`src/rtl/multicycle_control_fsm.sv`:
```
// Multi-cycle MIPS-subset control sequencer; MCTRL_PERF_CNT_EN adds retire/stall counters.
// Latency: R 4, lw 5, sw 4, beq 3, illegal 2 cycles, plus one cycle per memory-wait cycle.
// Backpressure: FETCH, MEM_RD and MEM_WR hold with stable controls until MemReady.
module multicycle_control_fsm (
    input  logic        clk,
    input  logic        rst,
    input  logic [5:0]  opcode,
    input  logic        Zero,
    input  logic        MemReady,
    output logic        MemReq,
    output logic        MemToWrite,
    output logic        IorD,
    output logic        IRWrite,
    output logic        PCWrite,
    output logic        PCSrc,
    output logic        ALUSrcA,
    output logic [1:0]  ALUSrcB,
    output logic [1:0]  ALUOp,
    output logic        RegDst,
    output logic        MemToReg,
    output logic        RegWrite,
    output logic        Illegal,
    output logic [3:0]  State,
    output logic [31:0] InstrCount,
    output logic [31:0] StallCount
);

    typedef enum logic [3:0] {
        FETCH   = 4'd0,
        DECODE  = 4'd1,
        EXEC_R  = 4'd2,
        WB_R    = 4'd3,
        ADDR    = 4'd4,
        MEM_RD  = 4'd5,
        WB_MEM  = 4'd6,
        MEM_WR  = 4'd7,
        EXEC_BR = 4'd8
    } stateT;

    typedef struct packed {
        logic       memReq;
        logic       memToWrite;
        logic       iorD;
        logic       irWrite;
        logic       pcWrite;
        logic       pcSrc;
        logic       aluSrcA;
        logic [1:0] aluSrcB;
        logic [1:0] aluOp;
        logic       regDst;
        logic       memToReg;
        logic       regWrite;
        logic       illegal;
    } ctrlT;

    localparam logic [5:0] OP_RTYPE = 6'b000000;
    localparam logic [5:0] OP_LW    = 6'b100011;
    localparam logic [5:0] OP_SW    = 6'b101011;
    localparam logic [5:0] OP_BEQ   = 6'b000100;

    stateT      stateQ;
    stateT      stateD;
    logic [5:0] opcodeQ;
    ctrlT       ctrl;
    ctrlT       ctrlOut;

    always_ff @(posedge clk) begin
        if (rst) begin
            stateQ  <= FETCH;
            opcodeQ <= '0;
        end else begin
            stateQ <= stateD;
            if (stateQ == DECODE) begin
                opcodeQ <= opcode;
            end
        end
    end

    always_comb begin
        stateD = stateQ;
        ctrl   = '0;
        case (stateQ)
            FETCH: begin
                ctrl.memReq  = 1'b1;
                ctrl.aluSrcB = 2'b01;
                ctrl.irWrite = MemReady;
                ctrl.pcWrite = MemReady;
                if (MemReady) begin
                    stateD = DECODE;
                end
            end
            DECODE: begin
                // Branch target PC + (imm << 2) is formed here while the opcode is decoded.
                ctrl.aluSrcB = 2'b11;
                case (opcode)
                    OP_RTYPE:     stateD = EXEC_R;
                    OP_LW, OP_SW: stateD = ADDR;
                    OP_BEQ:       stateD = EXEC_BR;
                    default: begin
                        stateD       = FETCH;
                        ctrl.illegal = 1'b1;
                    end
                endcase
            end
            EXEC_R: begin
                ctrl.aluSrcA = 1'b1;
                ctrl.aluOp   = 2'b10;
                stateD       = WB_R;
            end
            WB_R: begin
                ctrl.regDst   = 1'b1;
                ctrl.regWrite = 1'b1;
                stateD        = FETCH;
            end
            ADDR: begin
                ctrl.aluSrcA = 1'b1;
                ctrl.aluSrcB = 2'b10;
                if (opcodeQ == OP_LW) begin
                    stateD = MEM_RD;
                end else if (opcodeQ == OP_SW) begin
                    stateD = MEM_WR;
                end else begin
                    stateD = FETCH;
                end
            end
            MEM_RD: begin
                ctrl.memReq = 1'b1;
                ctrl.iorD   = 1'b1;
                if (MemReady) begin
                    stateD = WB_MEM;
                end
            end
            WB_MEM: begin
                ctrl.memToReg = 1'b1;
                ctrl.regWrite = 1'b1;
                stateD        = FETCH;
            end
            MEM_WR: begin
                ctrl.memReq     = 1'b1;
                ctrl.iorD       = 1'b1;
                ctrl.memToWrite = 1'b1;
                if (MemReady) begin
                    stateD = FETCH;
                end
            end
            EXEC_BR: begin
                ctrl.aluSrcA = 1'b1;
                ctrl.aluOp   = 2'b01;
                ctrl.pcSrc   = 1'b1;
                ctrl.pcWrite = Zero;
                stateD       = FETCH;
            end
            default: begin
                stateD = FETCH;
            end
        endcase
    end

    // Reset silences every output combinationally, including Mealy terms.
    assign ctrlOut    = rst ? '0 : ctrl;
    assign MemReq     = ctrlOut.memReq;
    assign MemToWrite = ctrlOut.memToWrite;
    assign IorD       = ctrlOut.iorD;
    assign IRWrite    = ctrlOut.irWrite;
    assign PCWrite    = ctrlOut.pcWrite;
    assign PCSrc      = ctrlOut.pcSrc;
    assign ALUSrcA    = ctrlOut.aluSrcA;
    assign ALUSrcB    = ctrlOut.aluSrcB;
    assign ALUOp      = ctrlOut.aluOp;
    assign RegDst     = ctrlOut.regDst;
    assign MemToReg   = ctrlOut.memToReg;
    assign RegWrite   = ctrlOut.regWrite;
    assign Illegal    = ctrlOut.illegal;
    assign State      = rst ? 4'd0 : stateQ;

`ifdef MCTRL_PERF_CNT_EN
    logic [31:0] instrCountQ;
    logic [31:0] stallCountQ;
    logic        retire;

    assign retire = (stateD == FETCH) &&
                    ((stateQ == WB_R) || (stateQ == WB_MEM) ||
                     (stateQ == MEM_WR) || (stateQ == EXEC_BR));

    always_ff @(posedge clk) begin
        if (rst) begin
            instrCountQ <= '0;
            stallCountQ <= '0;
        end else begin
            if (retire) begin
                instrCountQ <= instrCountQ + 32'd1;
            end
            if (ctrl.memReq && !MemReady) begin
                stallCountQ <= stallCountQ + 32'd1;
            end
        end
    end

    assign InstrCount = rst ? '0 : instrCountQ;
    assign StallCount = rst ? '0 : stallCountQ;
`else
    assign InstrCount = '0;
    assign StallCount = '0;
`endif

endmodule

```
`config.mk`:
```
export PLATFORM = sky130hd
export DESIGN_NAME = multicycle_control_fsm
export DESIGN_NICKNAME = d
export VERILOG_FILES = /design/src/rtl/multicycle_control_fsm.sv
export SDC_FILE = /design/constraint.sdc
export NUM_CORES = 1
export LEC_CHECK = 0
export CAP_MARGIN = 20
export CORE_MARGIN = 1
export CORE_UTILIZATION = 38
export CTS_BUF_LIST = sky130_fd_sc_hd__clkbuf_8
export DETAILED_ROUTE_END_ITERATION = 8
export PLACE_DENSITY_LB_ADDON = 0.05
export SLEW_MARGIN = 10
export SYNTH_ARGS = -nofsm -noshare
export SYNTH_HDL_FRONTEND = slang
export SYNTH_SLANG_ARGS = --single-unit
```
`constraint.sdc`:
```
create_clock -name clk -period 3.5 [get_ports clk]
set_input_delay 0.7 -clock clk [delete_from_list [all_inputs] [get_ports clk]]
set_output_delay 0.7 -clock clk [all_outputs]
set_load 0.05 [all_outputs]
```
### Clock nets, run 1

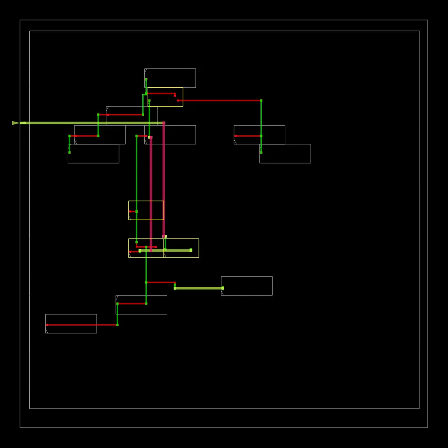
clock tree sinks: 10
worst clock skew: 0.00451 ns
# clk buffers: 4
Latency at later pin: 0.24 ns

### Layout detail, run 1

Region (17, 17) to (42, 42) µm. Cells in grey, sequential cells in the stronger grey; small squares are vias.
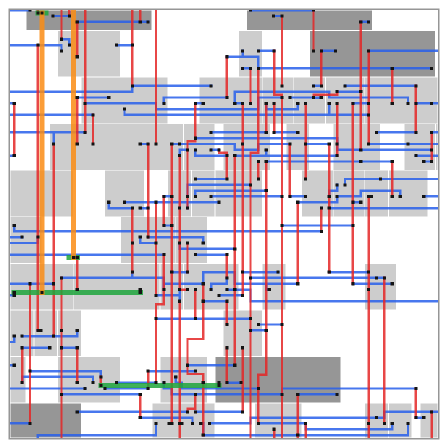
[green] M3
[blue] M1
[orange] M4
[red] M2
netlist names of flops here include: stateQ (3)
most frequent: nor2_1 (7), o21ai_0 (4)
cells with their middle in the window: 45
sequential cells in the window: 3

==> out/metrics.yaml, run 1 <==
grt:
  grt_pass1_wl_um: 3370
  congestion_overflow_gr: 0
  grt_pass1_vias: 738
  globalRouteTotalUtil: 0.128
cts:
  tritoncts_clock_tree: "yes"
  cts-htree-levels: 1
  post_cts.resized_instances: 0
  cts_root_buffer: "sky130_fd_sc_hd__clkbuf_8"
  cts_setup_buffers: 0
drt:
  routed-via-count: 948
  drtAntennaViolNets: 0
  via_per_inst: 4.12
  totalWireLength_um: 2140
timing:
  maxSlewViolCount: 0
  finalSetupViolCount: 0
  hold_fails_final_rpt: 0
  fin_tns_setup_ns: 0
  layout_min_cycle_time_ns: 2.96
worst_setup_path:
  worst_setup_path_startpoint: "rst"
  critical_path.max_stage_delay_ns: 0.55
  timing.critical_path.slowest_stage_cell: "sky130_fd_sc_hd__clkdlybuf4s50_1"
  worst-path-max-fanout: 8
  rr_endpoint: "stateQ[1]"
  worstSetupStartpointType: "input port"
  depth_of_the_most_critical_reg_to_reg_path: 4
  worst-setup-path-type: "input port to output pin"
  regToRegSetupSlack_ns: 1.82
  worst_setup_path_end_kind: "output pin"
place:
  post_dp_cell_area_um2: 1320
finish:
  inverters_excl_clock: 5
  area.sequential_um2: 200
  nMultiInputCombCells: 138
  layout_top_cells_excl_fill_tap: "sky130_fd_sc_hd__conb_1, sky130_fd_sc_hd__nor2_1, sky130_fd_sc_hd__buf_4"
  antenna-diode-count: 0
  layout.nonclk_buf_frac: 0.231
  comb_area_share: 0.530
  final_cells: 230
  fin_nets: 197
yosys:
  synth_top_cell_by_count: "sky130_fd_sc_hd__buf_4"
  yosys_area_um2: 1220
  ys_ff: 10
  synth_largest_type_area_fraction: 0.400
  synth_simple_gate_area_share: 0.241
  post_synth_most_frequent_cells: "sky130_fd_sc_hd__buf_4, sky130_fd_sc_hd__nor2_1, sky130_fd_sc_hd__dfxtp_1"
  post_synth_fa_ha_maj_area_fraction: 0
  largest_area_cell: "sky130_fd_sc_hd__buf_4"
  postSynth.asyncResetShare: 0
  syn-mean-instance-area_um2: 7.58
  dominantRegCellSynth: "sky130_fd_sc_hd__dfxtp_1"
  synth.yosys.warnings: 0
  synth_sequential_area_ratio: 0.164
  muxShareOfSynthArea: 0.0492
  syn-instance-count: 161
power_and_ir_drop:
  leakagePower_nw: 0.692
  ir_drop_mv: 0.186
  power.density_nw_per_um2: 362
  finalPower_uw: 499
floorplan:
  top_level_ports: 93
  die_height_um: 58.7
  die_width_um: 58.7
worst_hold_path:
  worstHoldStart: "opcodeQ[1]"
outcome:
  status: "complete, no violations"
job:
  drv.max_cap_violation_count: 0
### Cell classes on the final placement, run 1

Scale: 6 px per µm. Fill, decap, tap and diode cells in grey.
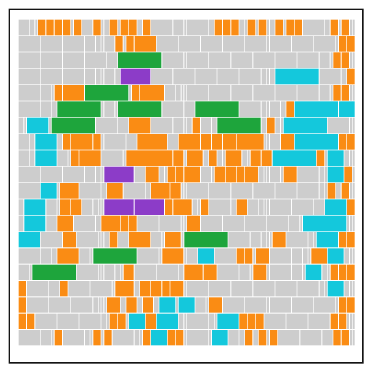
[cyan] remaining buffers and delay cells | cells: 29
[purple] clock drivers and dummy loads | cells: 4
[green] registers | cells: 10
[orange] remaining logic cells | cells: 143
fraction of area in registers: 0.145
final core utilization: 0.451
final design area excluding fillers: 1380 µm²
core footprint: 3050 µm²

### Cell density map, run 1

Scale: 4 px per µm. The die is cut into 12 by 12 equal tiles; black is low, pale yellow is high, 0 to 100% covered.
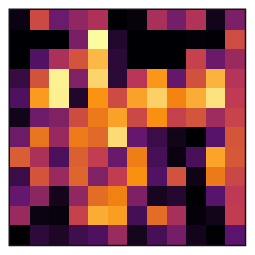
tiles over 75% full: 14%
densest ninth of the die: centre
nearly empty tiles: 13%
fullest tile: 99%
fp_density: 0.400

[run 1: where the power goes]
group	internal [mW]	switching, mW
Sequential	0.119	0.00645
Clock	0.0990	0.0466
Combinational	0.0336	0.194
[run 1: sequential cells by signal, summed over array words and instances, names as in the netlist]
signal,cells
opcodeQ,6
stateQ,4
[run 1: tightest hold or removal path, stage by stage, from the launching register on]
cell and delay, ns:
sky130_fd_sc_hd__dfxtp_1 0.32, sky130_fd_sc_hd__mux2i_1 0.07, sky130_fd_sc_hd__nor2_1 0.07
[run 1: routing by layer]
| metal | GRT usage | routed length (µm) | share of wire |
|---|---|---|---|
| met3 | 0.0264 | 165 | 0.077 |
| met4 | 0.0612 | 32 | 0.015 |
| met1 | 0.166 | 962 | 0.45 |
| met5 | 0 | 0 | 0 |
| met2 | 0.202 | 983 | 0.46 |
## Run 2: what changed since run 1
Settings changed: CORE_UTILIZATION 38 to 35.
Clock period 3.5 ns to 2.9 ns, I/O delays scaled along.
### Cell density map, run 2

Scale: 4 px per µm. The die is cut into 6 by 6 equal tiles; black is low, pale yellow is high, 0 to 100% covered.
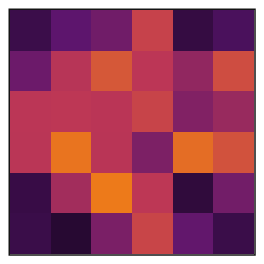
fullest tile: 70%
mean over tiles: 40%
final core utilization: 0.459
core footprint: 3340 µm²
fp_density: 0.366

### Clock nets, run 2

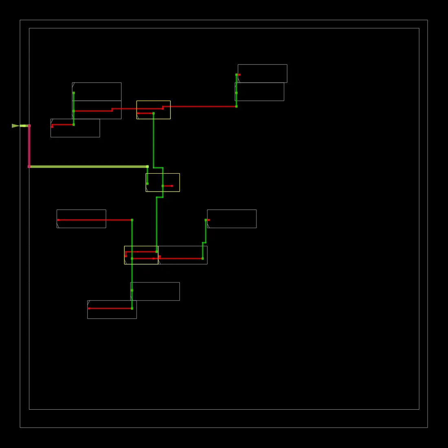
power dissipated in the clock network: 139 µW
Num CTS Buffers: 3
Latency at later pin: 0.23 ns

==> run 2 against run 1 <==
Effect of this change:
- sequential share of layout area decreased by 1.5 points
- critical endpoint is now Illegal
- synthesized cell count is the same
- non-clock buffer count increased by 1
- largest cell class unchanged
- worst hold slack better by 0.022 ns
- worst setup slack got worse by 0.18 ns
- power rose by 16%
==> out/metrics.yaml, run 2 <==
grt:
  congestion_overflow_gr: 0
  grt_pass1_wl_um: 3550
  groute.layer.met3.usage: 0.0252
  globalRouteTotalUtil: 0.126
  grt.met1_usage: 0.144
  grt_busiest_layer: "met2"
  grt_pass1_vias: 803
  groute.layer.met2.usage: 0.236
worst_hold_path:
  worstHoldStart: "opcodeQ[5]"
  hold_path_depth: 2
finish:
  post-route-cell-area_um2: 1530
  layout.cells.most_common: "sky130_fd_sc_hd__conb_1"
  layout_top_cells_excl_fill_tap: "sky130_fd_sc_hd__conb_1, sky130_fd_sc_hd__buf_12, sky130_fd_sc_hd__nor2_1"
  area.sequential_um2: 200
  nMultiInputCombCells: 138
  comb_area_share: 0.484
  top_regs: "opcodeQ: 6 flops, stateQ: 4 flops"
  top_register: "opcodeQ"
  antenna-diode-count: 0
  final_cells: 232
  fin_nets: 198
  inverters_excl_clock: 5
  layout.nonclk_buf_frac: 0.309
  seq_area_frac: 0.131
  layout.area.top_class: "multi-input combinational cells"
  largest_reg_flops: 6
  n_clock_buffer: 3
yosys:
  syn-mean-instance-area_um2: 7.58
  dominantRegCellSynth: "sky130_fd_sc_hd__dfxtp_1"
  muxShareOfSynthArea: 0.0492
  synth_sequential_area_ratio: 0.164
  largest_area_cell: "sky130_fd_sc_hd__buf_4"
  synth_largest_type_area_fraction: 0.400
  post_synth_most_frequent_cells: "sky130_fd_sc_hd__buf_4, sky130_fd_sc_hd__nor2_1, sky130_fd_sc_hd__dfxtp_1"
  postSynth.asyncResetShare: 0
  ys_ff: 10
  synth.yosys.warnings: 0
  combined_area_of_all_synthesized_cells_um2: 1220
  synth_simple_gate_area_share: 0.241
  synth_top_cell_by_count: "sky130_fd_sc_hd__buf_4"
  yosys_area_um2: 1220
  syn-instance-count: 161
power_and_ir_drop:
  leakagePower_nw: 0.731
  finalPower_uw: 580
  power.density_nw_per_um2: 378
  ir_drop_mv: 0.216
worst_setup_path:
  depth_of_the_most_critical_reg_to_reg_path: 4
  worst-setup-path-type: "input port to output pin"
  rr_endpoint: "stateQ[1]"
  critical_path.max_stage_delay_ns: 0.54
  worst_setup_path_end_kind: "output pin"
  critical_path_buf_inv_count: 2
  timing.critical_path.slowest_stage_cell: "sky130_fd_sc_hd__or4_1"
  worstSetupStartpointType: "input port"
  worst_setup_path_startpoint: "opcode[0]"
  regToRegSetupSlack_ns: 1.21
  worst-endpoint-required_ns: 2.32
  worst-path-max-fanout: 4
cts:
  cts_root_buffer: "sky130_fd_sc_hd__clkbuf_8"
  tritoncts_num_sinks: 10
  clock_path_buffers: 2
  tritoncts_clock_tree: "yes"
  post_cts.resized_instances: 0
drt:
  highest_layer: "met4"
  routed-wl-met2_um: 1100
  via_per_inst: 3.99
  drtAntennaViolNets: 0
  routed-via-count: 926
  detail_route.wirelength.met1_um: 903
  totalWireLength_um: 2200
  wl_per_cell_um: 9.49
floorplan:
  top_level_ports: 93
  die_width_um: 61.1
  die_height_um: 61.1
timing:
  layout_min_cycle_time_ns: 2.54
  finalSetupViolCount: 0
  maxSlewViolCount: 0
  worst_clock_skew_ns: 0.00379
  fin_tns_setup_ns: 0
  hold_fails_final_rpt: 0
place:
  post_dp_cell_area_um2: 1490
  pre_cts_setup_slack_ns: 0.355
job:
  drv.max_cap_violation_count: 0
outcome:
  status: "complete, no violations"
==> run 2: netlist changes by cell type in the layout (fill, tap and decap cells not counted) <==
cell,change
sky130_fd_sc_hd__clkdlybuf4s50_1,-1
sky130_fd_sc_hd__clkbuf_8,-1
sky130_fd_sc_hd__buf_4,-10
sky130_fd_sc_hd__nor3_1,-1
sky130_fd_sc_hd__buf_12,+12
sky130_fd_sc_hd__nor4_2,+1
sky130_fd_sc_hd__nor4_1,-1
sky130_fd_sc_hd__nor3_2,+1
==> run 2: power by group <==
group / internal [mW] / leakage [nW] / total (mW) / switching [mW]
registers: 0.144 / 0.0816 / 0.153 / 0.00839
logic: 0.0516 / 0.627 / 0.288 / 0.236
clock network: 0.0904 / 0.0216 / 0.139 / 0.0488
total: 0.286 / 0.731 / 0.580 / 0.293
Power figures rest on the tool's default switching activity, not on a simulated workload.
